### src/rtl/sram_row_ctrl.sv
// Word-line / precharge / bit-line sequencer for one SRAM row access per request.
// Optional write read-back verify enabled by defining SRAM_WVERIFY_EN.
module sram_row_ctrl #(
    parameter int unsigned AW      = 4,
    parameter int unsigned DW      = 8,
    parameter int unsigned PRE_CYC = 2,
    parameter int unsigned WL_CYC  = 2
) (
    input  logic              clk,
    input  logic              rst,
    input  logic              req,
    input  logic              we,
    input  logic [AW-1:0]     addr,
    input  logic [DW-1:0]     wdata,
    output logic              busy,
    output logic              ack,
    output logic [DW-1:0]     rdata,
    output logic              verr,
    output logic [2**AW-1:0]  wl,
    output logic              pre,
    output logic              drv_en,
    output logic [DW-1:0]     drv_d,
    output logic              sense_en,
    input  logic [DW-1:0]     sa_q
);

    localparam int unsigned NWL = 2**AW;
    localparam int unsigned CW  = 4;

    typedef enum logic [2:0] {
        S_IDLE, S_DRV, S_PRE, S_WL, S_SENSE, S_REC, S_DONE
    } state_t;

    state_t          r_state, w_state_nx;
    logic [CW-1:0]   r_cnt, w_cnt_nx;
    logic            r_we, w_we_nx;
    logic [AW-1:0]   r_addr, w_addr_nx;
    logic [DW-1:0]   r_wdata, w_wdata_nx;
    logic            r_vfy, w_vfy_nx;
    logic [NWL-1:0]  w_wl_nx;
    logic            w_drv_en_nx;

    // Next-state logic; the shared counter is reloaded on every PRE/WL entry.
    always_comb begin
        w_state_nx = r_state;
        w_cnt_nx   = r_cnt;
        w_we_nx    = r_we;
        w_addr_nx  = r_addr;
        w_wdata_nx = r_wdata;
        w_vfy_nx   = r_vfy;
        case (r_state)
            S_IDLE: begin
                if (req) begin
                    w_we_nx    = we;
                    w_addr_nx  = addr;
                    w_wdata_nx = wdata;
                    w_vfy_nx   = 1'b0;
                    if (we) begin
                        w_state_nx = S_DRV;
                    end else begin
                        w_state_nx = S_PRE;
                        w_cnt_nx   = CW'(PRE_CYC);
                    end
                end
            end
            S_DRV: begin
                w_state_nx = S_WL;
                w_cnt_nx   = CW'(WL_CYC);
            end
            S_PRE: begin
                if (r_cnt == CW'(1)) begin
                    w_state_nx = S_WL;
                    w_cnt_nx   = CW'(WL_CYC);
                end else begin
                    w_cnt_nx = r_cnt - CW'(1);
                end
            end
            S_WL: begin
                if (r_cnt == CW'(1)) begin
                    w_state_nx = (r_we && !r_vfy) ? S_REC : S_SENSE;
                end else begin
                    w_cnt_nx = r_cnt - CW'(1);
                end
            end
            S_SENSE: w_state_nx = S_REC;
            S_REC: begin
`ifdef SRAM_WVERIFY_EN
                if (r_we && !r_vfy) begin
                    w_state_nx = S_PRE;
                    w_cnt_nx   = CW'(PRE_CYC);
                    w_vfy_nx   = 1'b1;
                end else begin
                    w_state_nx = S_DONE;
                end
`else
                w_state_nx = S_DONE;
`endif
            end
            S_DONE:  w_state_nx = S_IDLE;
            default: w_state_nx = S_IDLE;
        endcase

        // Array controls are decoded from the next state so they register in step with it.
        w_wl_nx = '0;
        if (w_state_nx == S_WL || w_state_nx == S_SENSE) begin
            w_wl_nx = NWL'(1) << w_addr_nx;
        end
        w_drv_en_nx = (w_state_nx == S_DRV) ||
                      (w_state_nx == S_WL && w_we_nx && !w_vfy_nx);
    end

    always_ff @(posedge clk) begin
        if (rst) begin
            r_state  <= S_IDLE;
            r_cnt    <= '0;
            r_we     <= 1'b0;
            r_addr   <= '0;
            r_wdata  <= '0;
            r_vfy    <= 1'b0;
            busy     <= 1'b0;
            ack      <= 1'b0;
            rdata    <= '0;
            wl       <= '0;
            pre      <= 1'b0;
            drv_en   <= 1'b0;
            drv_d    <= '0;
            sense_en <= 1'b0;
        end else begin
            r_state  <= w_state_nx;
            r_cnt    <= w_cnt_nx;
            r_we     <= w_we_nx;
            r_addr   <= w_addr_nx;
            r_wdata  <= w_wdata_nx;
            r_vfy    <= w_vfy_nx;
            busy     <= (w_state_nx != S_IDLE);
            ack      <= (w_state_nx == S_DONE);
            wl       <= w_wl_nx;
            pre      <= (w_state_nx == S_PRE);
            drv_en   <= w_drv_en_nx;
            drv_d    <= w_drv_en_nx ? w_wdata_nx : '0;
            sense_en <= (w_state_nx == S_SENSE);
            // Read-back during verify must not disturb the last read result.
            if (r_state == S_SENSE && !r_vfy) begin
                rdata <= sa_q;
            end
        end
    end

`ifdef SRAM_WVERIFY_EN
    logic r_vmis;

    always_ff @(posedge clk) begin
        if (rst) begin
            r_vmis <= 1'b0;
            verr   <= 1'b0;
        end else begin
            if (r_state == S_SENSE) begin
                r_vmis <= r_vfy && (sa_q != r_wdata);
            end
            verr <= (w_state_nx == S_DONE) && r_vfy && r_vmis;
        end
    end
`else
    assign verr = 1'b0;
`endif

endmodule

### config.mk
export PLATFORM = sky130hd
export DESIGN_NAME = sram_row_ctrl
export DESIGN_NICKNAME = d
export VERILOG_FILES = /design/src/rtl/sram_row_ctrl.sv
export SDC_FILE = /design/constraint.sdc
export NUM_CORES = 1
export LEC_CHECK = 0
export CAP_MARGIN = 20
export CORE_UTILIZATION = 43
export CTS_CLUSTER_SIZE = 14
export DETAILED_ROUTE_END_ITERATION = 6
export GPL_ROUTABILITY_DRIVEN = 0
export PLACE_DENSITY_LB_ADDON = 0.25
export SETUP_SLACK_MARGIN = 0.3
export SLEW_MARGIN = 20
export SYNTH_ARGS = -nofsm -noshare
export SYNTH_HDL_FRONTEND = slang
export SYNTH_SLANG_ARGS = --single-unit
### constraint.sdc
create_clock -name clk -period 1.6 [get_ports clk]
set_input_delay 0.24 -clock clk [delete_from_list [all_inputs] [get_ports clk]]
set_output_delay 0.24 -clock clk [all_outputs]
set_load 0.01 [all_outputs]
==> qor.csv, run 1 <==
stage,metric,value,unit
pwr,Max VDD drop,693,uV
pwr,P_int,0.00296,W
setup_path,cell depth of the worst setup path,7,
final_layout,tally of filler cells in the layout,315,
timing,Final Hold Fails,0,
timing,skew final,0.0139,ns
timing,final setup vio count,24,
final_layout,Nets,374,
status,failing checks,setup timing,
grt,M1 GR Usage,25.8,%
synth,"Chip Area, Yosys",2330,um^2
synth,Max-area cell share,49.9,%
synth,synth cell count leaders,"dfxtp_1 (58), nand2_1 (41), a21oi_1 (22), nor2_1 (22), nor3_1 (21)",
synth,biggest area cells,"dfxtp_1 (50%), nand2_1 (6.6%), mux2i_1 (5.6%)",
die,Die Ht,75.6,um
timing,worst hold slack,0.445,ns
grt,GR Util met3,9.39,%
grt,routing usage on met2,35.4,%
setup_path,Worst setup SP type,flip-flop,
timing,unrepaired setup endpoints after global routing,yes,
synth,asr flop ratio synth,0,%
synth,Post-Synthesis Cells,246,
synth,yosys cell count,246,
status,status,"finished, violations left",
setup_path,WS Path Type,flip-flop to flip-flop,
synth,Synthesis Warnings,0,
clock_network,clk sinks,58,
synth,Post-Synthesis Net Count,272,
die,Pre-Place Util,45.0,%
setup_path,RR Startpoint,r_cnt[1]$_SDFFE_PP0P_,
route,Met2 Routed Length,3.04,mm
synth,Post-synth EDFFs,0,
grt,first-pass GRT wire length,9.23,mm
placement,IO buf count,60,
final_layout,logic area,1550,um^2
final_layout,Layout clock buffers,11,
setup_path,WP data arrival,1.91,ns
placement,HPWL after detailed placement,3.52,mm
placement,Area after DPL,3230,um^2
final_layout,Multi-In Gates,171,
timing,Tcrit/Tclk final,104,%
synth,Basic Gates by Area,26.9,%
setup_path,CP max FO,16,
die,chip width,75.6,um
synth,area fraction in mux cells,8.01,%
clock_network,Num CTS Buffers,9,
pwr,P per Cell Area,997,nW/um^2
synth,Most used DFF post-synth,dfxtp_1,
route,antenna-violating nets left,0,
pwr,Top pwr grp,sequential cells,
route,WL met1,2.61,mm
setup_path,CP max stage cell,nor4b_4,
route,drt total wl,6.12,mm
setup_path,R2R Path End,wl[14]$_SDFF_PP0_,
clock_network,postcts setup bufs,7,
timing,final setup margin,-0.0701,ns
placement,placed cell count,390,
setup_path,CP Capture Point,wl[14]$_SDFF_PP0_,
synth,Adders+Majority by Area,1.07,%
grt,All-Layer GR Usage,22.1,%
pwr,Clk network pwr share,36.8,%
worst_hold_path,HP Class,flip-flop to flip-flop,
synth,aoi share,9.67,%
route,drt wl/cell,14.5,um
pwr,Switching Share,27.4,%
pwr,NetSw,0.00112,W
setup_path,R2R cell count,7,
clock_network,Root Buffer,clkbuf_8,
clock_network,clk buf depth,2,
pwr,Lkg Pwr,1.70,nW
### Placement view, run 1

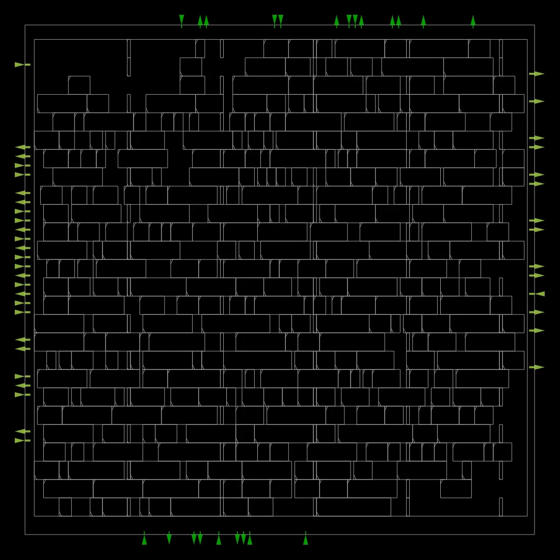
# Taps: 70
final non-filler cell total: 423
Flops: 58
Seq/total area: 28.6%

### Placement by cell class, run 1

Fill, decap, tap and diode cells in gray.
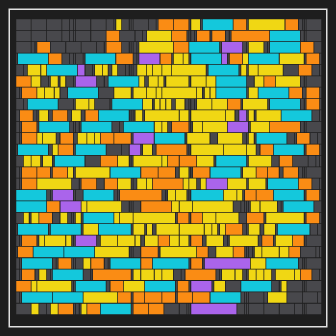
orange -> remaining buffers and delay cells  # cells 102
yellow -> remaining logic cells  # cells 177
cyan -> registers  # cells 58
purple -> clock drivers and dummy loads  # cells 16
CORE AREA: 5170 um^2
Cell Rows: 26
utilization after layout: 79.1%
fin area: 4090 um^2

### Cells by drive strength, run 1

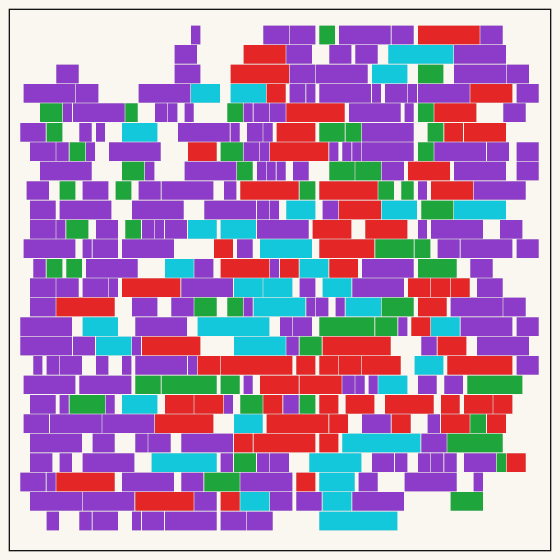
red -> x3 and x4  # cells 66, most used buf_4
purple -> x1 and smaller  # cells 204, most used dfxtp_1
cyan -> x6 and larger  # cells 34, most used buf_6
green -> x2  # cells 49, most used nand2_2
Non-clk bufs: 102
final setup margin: -0.0701 ns
Area growth syn-to-layout: 75.6%

## Run 2: what changed since run 1
REMOVE_ABC_BUFFERS = 1   (was not set)
==> run 2 against run 1 <==
Net effect:
- the run still ends with setup timing left
- count of clock-buffer cells in the layout is the same
- register-to-register slack is essentially flat
- clock skew shrank 0.0034 ns
- cell area shrank 6.4%
- critical path type unchanged
- highest routed layer unchanged
==> qor.csv, run 2 <==
stage,metric,value,unit,change
status,status,"finished, violations left",,
status,failing checks,setup timing,,
grt,All-Layer GR Usage,22.9,%,+0.83 points
pwr,Top pwr grp,the clock network,,
setup_path,CP max FO,7,,-9
pwr,Max VDD drop,611,uV,-12%
synth,biggest area cells,"dfxtp_1 (50%), nand2_1 (6.6%), mux2i_1 (5.6%)",,
final_layout,final non-filler cell total,422,,-0.24%
route,DR DRC count,0,,
synth,Post-Synthesis Cells,246,,unchanged
synth,Adders+Majority by Area,1.07,%,unchanged
setup_path,WS Path Type,flip-flop to flip-flop,,
final_layout,Non-clock buffering overhead,24.1,%,
setup_path,CP Capture Point,drv_d[4]$_SDFF_PP0_,,
pwr,P_int,0.00299,W,+0.88%
route,drt total wl,6.15,mm,+0.34%
final_layout,logic area,1390,um^2,-10%
die,Cell Rows,26,,unchanged
setup_path,critical path capture point type,flip-flop,,
die,chip width,75.6,um,unchanged
clock_network,clk buf depth,2,,unchanged
grt,GR Util met3,5.82,%,-3.6 points
route,antenna-violating nets left,0,,unchanged
final_layout,tally of filler cells in the layout,384,,+22%
timing,Final Hold Fails,0,,unchanged
grt,routing usage on met2,36.7,%,+1.3 points
clock_network,postcts setup bufs,8,,+1
setup_path,RR Startpoint,r_state[1]$_SDFF_PP0_,,
synth,area fraction in mux cells,8.01,%,unchanged
synth,Max-area cell share,49.9,%,unchanged
placement,Area after DPL,3140,um^2,-2.7%
setup_path,Critical path origin,r_state[1]$_SDFF_PP0_,,
placement,HPWL after detailed placement,3.69,mm,+4.8%
synth,Most used DFF post-synth,dfxtp_1,,
final_layout,Non-clk bufs,100,,-2.0%
pwr,Sequential Power Share,38.7,%,
setup_path,cell depth of the worst setup path,5,,-2
placement,placed cell count,392,,+0.51%
die,Die Ht,75.6,um,unchanged
setup_path,R2R Path End,drv_d[4]$_SDFF_PP0_,,
synth,asr flop ratio synth,0,%,unchanged
pwr,P per Cell Area,1050,nW/um^2,+5.7%
setup_path,R2R cell count,5,,-2
timing,skew final,0.0105,ns,-0.00342 ns
final_layout,Layout clock buffers,11,,unchanged
placement,IO buf count,60,,unchanged
clock_network,post-cts sizing count,96,,
final_layout,Area growth syn-to-layout,64.4,%,
pwr,Switching Share,26.0,%,-1.4 points
synth,Synthesis Warnings,0,,unchanged
synth,"Chip Area, Yosys",2330,um^2,unchanged
timing,unrepaired setup endpoints after global routing,yes,,
die,# Taps,70,,unchanged
synth,Post-synth EDFFs,0,,unchanged
route,WL met1,2.66,mm,+2.2%
final_layout,Flops,58,,unchanged
synth,synth cell count leaders,"dfxtp_1 (58), nand2_1 (41), a21oi_1 (22), nor2_1 (22), nor3_1 (21)",,
timing,final setup vio count,17,,-29%
setup_path,Worst setup SP type,flip-flop,,
timing,worst hold slack,0.442,ns,-0.00312 ns
flow_run,stage-log warning count,28,,
clock_network,clk sinks,58,,unchanged
pwr,Clk network pwr share,39.8,%,+3.0 points
grt,first-pass GRT wire length,9.37,mm,+1.5%
synth,yosys xor share,0,%,
synth,yosys cell count,246,,unchanged
clock_network,Root Buffer,clkbuf_8,,
synth,aoi share,9.67,%,unchanged
setup_path,CP max stage cell,dfxtp_4,,
pwr,NetSw,0.00105,W,-6.0%
synth,Basic Gates by Area,26.9,%,unchanged
final_layout,Nets,373,,-0.27%
die,CORE AREA,5170,um^2,unchanged
timing,final setup margin,-0.0735,ns,-0.00341 ns
setup_path,WP data arrival,1.91,ns,about the same
route,drt wl/cell,14.6,um,+0.58%
grt,GR peak layer,met2,,
clock_network,H-Tree Level Count,3,,
route,Met2 Routed Length,3.05,mm,+0.23%
grt,M1 GR Usage,27.7,%,+1.9 points
timing,Tcrit/Tclk final,105,%,+0.21 points
flow_run,max cap viols,0,,
die,Pre-Place Util,45.0,%,unchanged
pwr,Lkg Pwr,1.58,nW,-7.2%
### Placement by cell class, run 2

Fill, decap, tap and diode cells in gray.
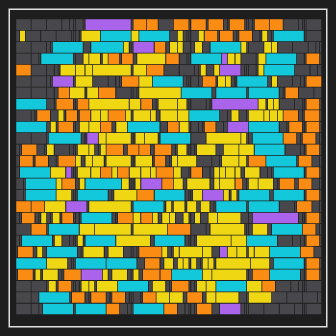
purple -> clock drivers and dummy loads  # cells 16
orange -> remaining buffers and delay cells  # cells 100
yellow -> remaining logic cells  # cells 178
cyan -> registers  # cells 58
utilization after layout: 74.0%
Seq/total area: 30.6%
fin area: 3830 um^2

## Run 3: what changed since run 2
--- a/config.mk
+++ b/config.mk
@@ -14,4 +14,5 @@
 export REMOVE_ABC_BUFFERS = 1
 export SETUP_SLACK_MARGIN = 0.3
+export SKIP_CTS_REPAIR_TIMING = 1
 export SLEW_MARGIN = 20
 export SYNTH_ARGS = -nofsm -noshare
==> constraint.sdc (replaced) <==
create_clock -name clk -period 1.4 [get_ports clk]
set_input_delay 0.21 -clock clk [delete_from_list [all_inputs] [get_ports clk]]
set_output_delay 0.21 -clock clk [all_outputs]
set_load 0.005 [all_outputs]
==> run 3 against run 2 <==
Net effect:
- the flow still finishes with violations (setup timing)
- wire length grew 2.0%
- utilization rose by 3.4 points
- clock power grew 6%
- global-route usage is 2.8 points lower
- register-to-register slack got worse by 0.19 ns
==> qor.csv, run 3 <==
stage,metric,value,unit,change
setup_path,Critical path origin,req,,
pwr,P per Cell Area,1120,nW/um^2,+5.8%
clock_network,Root Buffer,clkbuf_8,,
final_layout,Non-clock buffering overhead,26.7,%,+2.6 points
synth,area fraction in mux cells,8.01,%,unchanged
final_layout,Non-clk bufs,101,,+1.0%
clock_network,worst skew pair latency,0.34,ns,
synth,asr flop ratio synth,0,%,unchanged
die,CORE AREA,5170,um^2,unchanged
timing,worst hold slack,0.422,ns,-0.0200 ns
route,drt wl/cell,14.8,um,+1.8%
setup_path,CP max FO,5,,-2
placement,Area after DPL,3230,um^2,+2.8%
grt,M1 GR Usage,24.5,%,-3.2 points
die,chip width,75.6,um,unchanged
clock_network,H-Tree Level Count,3,,unchanged
grt,routing usage on met2,32.5,%,-4.2 points
synth,yosys xor share,0,%,unchanged
pwr,combinational share of power,22.0,%,
setup_path,WS Path Type,primary input to flip-flop,,
timing,skew final,0.00796,ns,-0.00251 ns
setup_path,Worst setup SP type,primary input,,
synth,biggest area cells,"dfxtp_1 (50%), nand2_1 (6.6%), mux2i_1 (5.6%)",,
synth,Synthesis Warnings,0,,unchanged
final_layout,logic area,1440,um^2,+3.1%
setup_path,CP Capture Point,drv_d[4]$_SDFF_PP0_,,
pwr,Clk network pwr share,38.1,%,-1.7 points
setup_path,WP data arrival,1.89,ns,-0.02 ns
status,failing checks,setup timing,,
final_layout,diode count,0,,
synth,Post-Synthesis Cells,246,,unchanged
synth,Basic Gates by Area,26.9,%,unchanged
setup_path,R2R cell count,5,,unchanged
setup_path,RR Startpoint,r_state[1]$_SDFF_PP0_,,
route,Met2 Routed Length,3.27,mm,+7.2%
pwr,Switching Share,26.7,%,+0.70 points
grt,first-pass GRT wire length,8.40,mm,-10%
timing,Fmax,600,MHz,
clock_network,Num CTS Buffers,9,,
die,# Taps,70,,unchanged
grt,GR peak layer,met2,,
pwr,Max VDD drop,906,uV,+48%
die,Pre-Place Util,45.0,%,unchanged
synth,Adders+Majority by Area,1.07,%,unchanged
setup_path,CP max stage cell,clkdlybuf4s50_1,,
final_layout,Area growth syn-to-layout,72.0,%,
pwr,Sequential Power Share,39.9,%,+1.2 points
placement,HPWL after detailed placement,3.61,mm,-2.1%
status,status,"finished, violations left",,
setup_path,R2R Path End,drv_d[4]$_SDFF_PP0_,,
die,Die Ht,75.6,um,unchanged
flow_run,stage-log warning count,27,,-3.6%
route,antenna-violating nets left,0,,unchanged
route,DR DRC count,0,,unchanged
final_layout,Layout clock buffers,11,,unchanged
final_layout,Flops,58,,unchanged
synth,Post-synth EDFFs,0,,unchanged
timing,final setup margin,-0.266,ns,-0.193 ns
route,drt total wl,6.27,mm,+2.0%
synth,synth cell count leaders,"dfxtp_1 (58), nand2_1 (41), a21oi_1 (22), nor2_1 (22), nor3_1 (21)",,
timing,Final Hold Fails,0,,unchanged
route,WL met1,2.61,mm,-2.1%
final_layout,Nets,374,,+0.27%
synth,yosys cell count,246,,unchanged
setup_path,critical path capture point type,flip-flop,,
timing,final setup vio count,49,,+32
timing,unrepaired setup endpoints after global routing,yes,,
pwr,NetSw,0.00119,W,+14%
setup_path,cell depth of the worst setup path,6,,+1
grt,GR Util met3,5.16,%,-0.66 points
synth,"Chip Area, Yosys",2330,um^2,unchanged
timing,Tcrit/Tclk final,119,%,
clock_network,clk buf depth,2,,unchanged
die,Cell Rows,26,,unchanged
synth,Max-area cell share,49.9,%,unchanged
grt,All-Layer GR Usage,20.1,%,-2.8 points
final_layout,fin area,4010,um^2,+4.6%
pwr,Top pwr grp,sequential cells,,
synth,Most used DFF post-synth,dfxtp_1,,
### Placement view, run 3

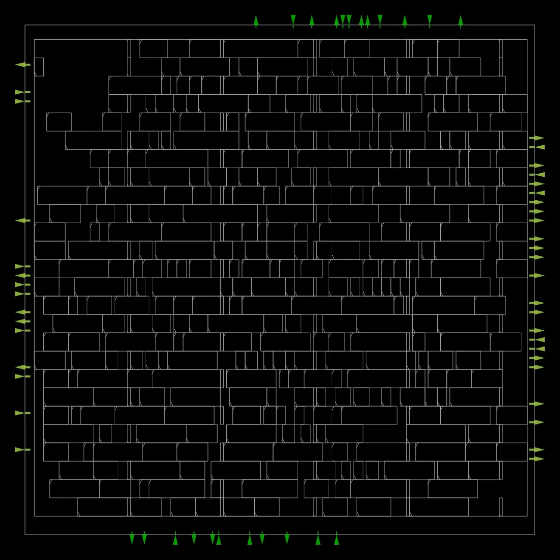
utilization after layout: 77.4%
tally of filler cells in the layout: 335
Seq/total area: 29.2%

Power figures rest on the tool's default switching activity, not on a simulated workload.
